==> config.mk <==
export PLATFORM = sky130hd
export DESIGN_NAME = sobel_tile_engine
export DESIGN_NICKNAME = d
export VERILOG_FILES = /design/src/rtl/sobel_tile_engine.sv
export SDC_FILE = /design/constraint.sdc
export NUM_CORES = 2
export LEC_CHECK = 0
export ABC_AREA = 0
export CORE_MARGIN = 5
export CORE_UTILIZATION = 59
export CTS_CLUSTER_SIZE = 10
export DETAILED_ROUTE_END_ITERATION = 16
export PLACE_DENSITY_LB_ADDON = 0.1
export REMOVE_ABC_BUFFERS = 1
export SYNTH_ARGS = -nofsm -noshare
export SYNTH_HDL_FRONTEND = slang
export SYNTH_SLANG_ARGS = --single-unit
==> constraint.sdc <==
create_clock -name clk -period 35.4 [get_ports clk]
set_input_delay 3.54 -clock clk [delete_from_list [all_inputs] [get_ports clk]]
set_output_delay 3.54 -clock clk [all_outputs]
set_load 0.05 [all_outputs]
==> images/placed.png <==
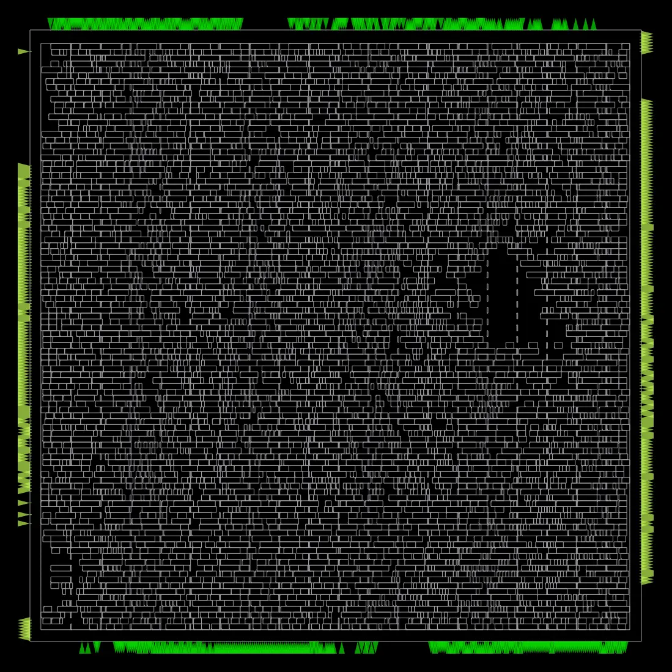
number of standard cells in the final layout excluding fillers: 5660
Core Area: 0.0743 mm2

==> images/pinout.png <==
Scale: 1.5 px per um. Pins as bars across the die edge, other pins in gray.
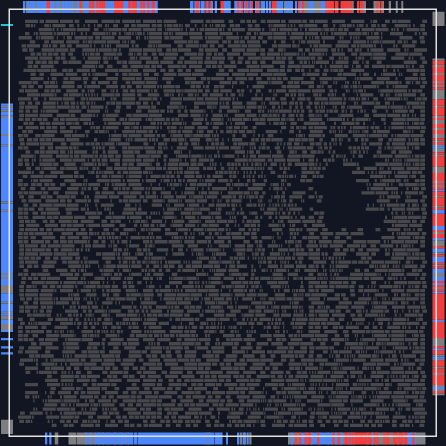
[cyan] `clk` | pins: 1 | direction: input | edge: left
[red] `gy_out` | pins: 192 | direction: output | edge: 94 right, 61 top, 37 bottom
[blue] `tile_in` | pins: 324 | direction: input | edge: 115 bottom, 95 left, 92 top, 22 right
width of the chip: 284 um
die outline height: 284 um

==> notes.md <==
Observations from the implementation run.

Outcome:
- The flow ran to the end, and the final reports show no timing, DRC or antenna violations.

Yosys:
- The synthesis report names the predominant flop master as sky130_fd_sc_hd__dfrtp_1.
- Yosys mapped a number of flops with a built-in enable equal to 0.
- Synthesis handed over a netlist of approximately 4000 instances.
- The run puts the number of distinct library cells after synthesis at ~67.
- During synthesis, Yosys emitted a total of 0 warnings.
- The run gives the number of standard cells reported by yosys as between 4000 and 5000.
- The run gives the proportion of synthesized chip area in sequential cells as approximately two fifths.

Clock tree:
- TritonCTS built the clock tree.
- The run gives the maximum clock path buffer count as 3.
- The clock tree has to reach slightly above 700 sinks.
- In this run the clock root is driven by a sky130_fd_sc_hd__clkbuf_16.
- The run puts the total of cells resized after clock tree synthesis at 0.

Global route:
- The run gives the first-pass GRT wire length as around 220000 um.

Run:
- The tool flagged a number of max-cap violations equal to 0.
- The run gives the number of OpenROAD warnings as between 50 and 60.

Setup path:
- The largest single stage delay on the critical path is approximately 960 ps.
- STA puts the critical path data arrival time at 10050 ps.
- By instance count, the cell type seen most on the critical path is sky130_fd_sc_hd__inv_1.
- Across all register-to-register paths, the minimum setup slack is approximately 26000 ps.

Drt:
- The run gives the post-route met1 wirelength as 55400 um.
- The run gives the routed length per instance as approximately 25 um.
- The run gives the remaining antenna violation count as 0.
- The run puts the violation tally from detailed-route iteration zero at 3211.
- In the post-route report, total wirelength is listed as 142000 um.

Timing:
- The run puts the number of setup violations in the final report at 0.
- The run gives the minimum clock period as between 9000 and 10000 ps.
- The clock arrives with ~45 ps of skew.
- The run puts the post-route setup TNS at 0 ps.

Placed design:
- The run gives the placed instance count as 5527.
- The congestion estimate from routability-driven global placement came to about 1.
- The run puts the HPWL reported at the end of detailed placement at around 110000 um.
- The run gives the number of port buffers as 712.

Floorplan:
- The run puts the standard-cell row count at around 100.
- The run gives the initial core utilization as about three fifths.

Layout:
- Counting the fill cells in the layout gives about 5500.
- The run puts the number of nets at the end of the flow at approximately 5400.

Hold path:
- The run puts the number of cells on the worst hold path at 2.
-- cells by family (layout without fill, tap and decap cells) --
kind of cell | after synthesis | count (layout) | share of synthesized area [%]
and+or+nand+nor | 904 | 904 | 8.59
AOI/OAI and AO/OA | 735 | 735 | 9.78
DFF | 714 | 714 | 40.4
buffers and inverters | 609 | 1238 | 5.59
muxes | 605 | 605 | 19.1
adders and majority gates | 383 | 383 | 14.7
xor gates and xnor gates | 89 | 89 | 1.76
other | 0 | 23 | 0
-- placed cells by master (no fill, tap or decap), drive strengths merged, types with 27 or more instances in the layout --
cell type	count
dfrtp	714
clkdlybuf4s50	712
nand2	626
inv	380
o21ai	373
mux2	330
fa	229
mux4	158
ha	154
a21oi	121
mux2i	117
nor3	99
clkbuf	98
a21o	84
nor2	73
xnor2	47
xor2	42
o31ai	42
buf	37
o21a	27
-- through the flow --
| step | utilization [%] | worst slack [ps] | hold WS (ps) |
|---|---|---|---|
| 6_report | 73.1 | 25790 | 473 |
| 5_1_grt | 73.1 | 25190 | 495 |
| 4_1_cts | 73.0 | 25800 | 476 |
| 3_5_place_dp | 69.8 | 25870 | 462 |
| 3_3_place_gp | 69.8 | 26020 | 458 |
| 2_1_floorplan | - | 11830 | 485 |
-- final cells by class --
cell class                      instances  area [um2]  share of cell area (%)
Antenna cell                           23        57.6                   0.106
Clock buffer                           98        2210                    4.08
Clock inverter                         12         204                   0.375
Inverter                              379        1430                    2.64
Multi-Input combinational cell       2716       23900                    44.0
Sequential cell                       714       17900                    32.9
Tap cell                              969        1210                    2.23
Timing Repair Buffer                  749        7430                    13.7
-- worst max-delay path, delay by kind of cell, from the launching register on --
kind	cells	cell delay, ps
XOR/XNOR	3	630
adder cells (fa/ha/maj)	8	3480
AND/OR/NAND/NOR	3	750
AND-OR/OR-AND	10	2040
flip-flops	1	960
buffers and inverters	7	1520
-- layer usage --
layer	global-route usage (%)	vias to the layer above
met5	0	-
met4	13.0	6
met3	7.54	313
met2	56.4	1668
met1	46.8	17200
li1	-	15000
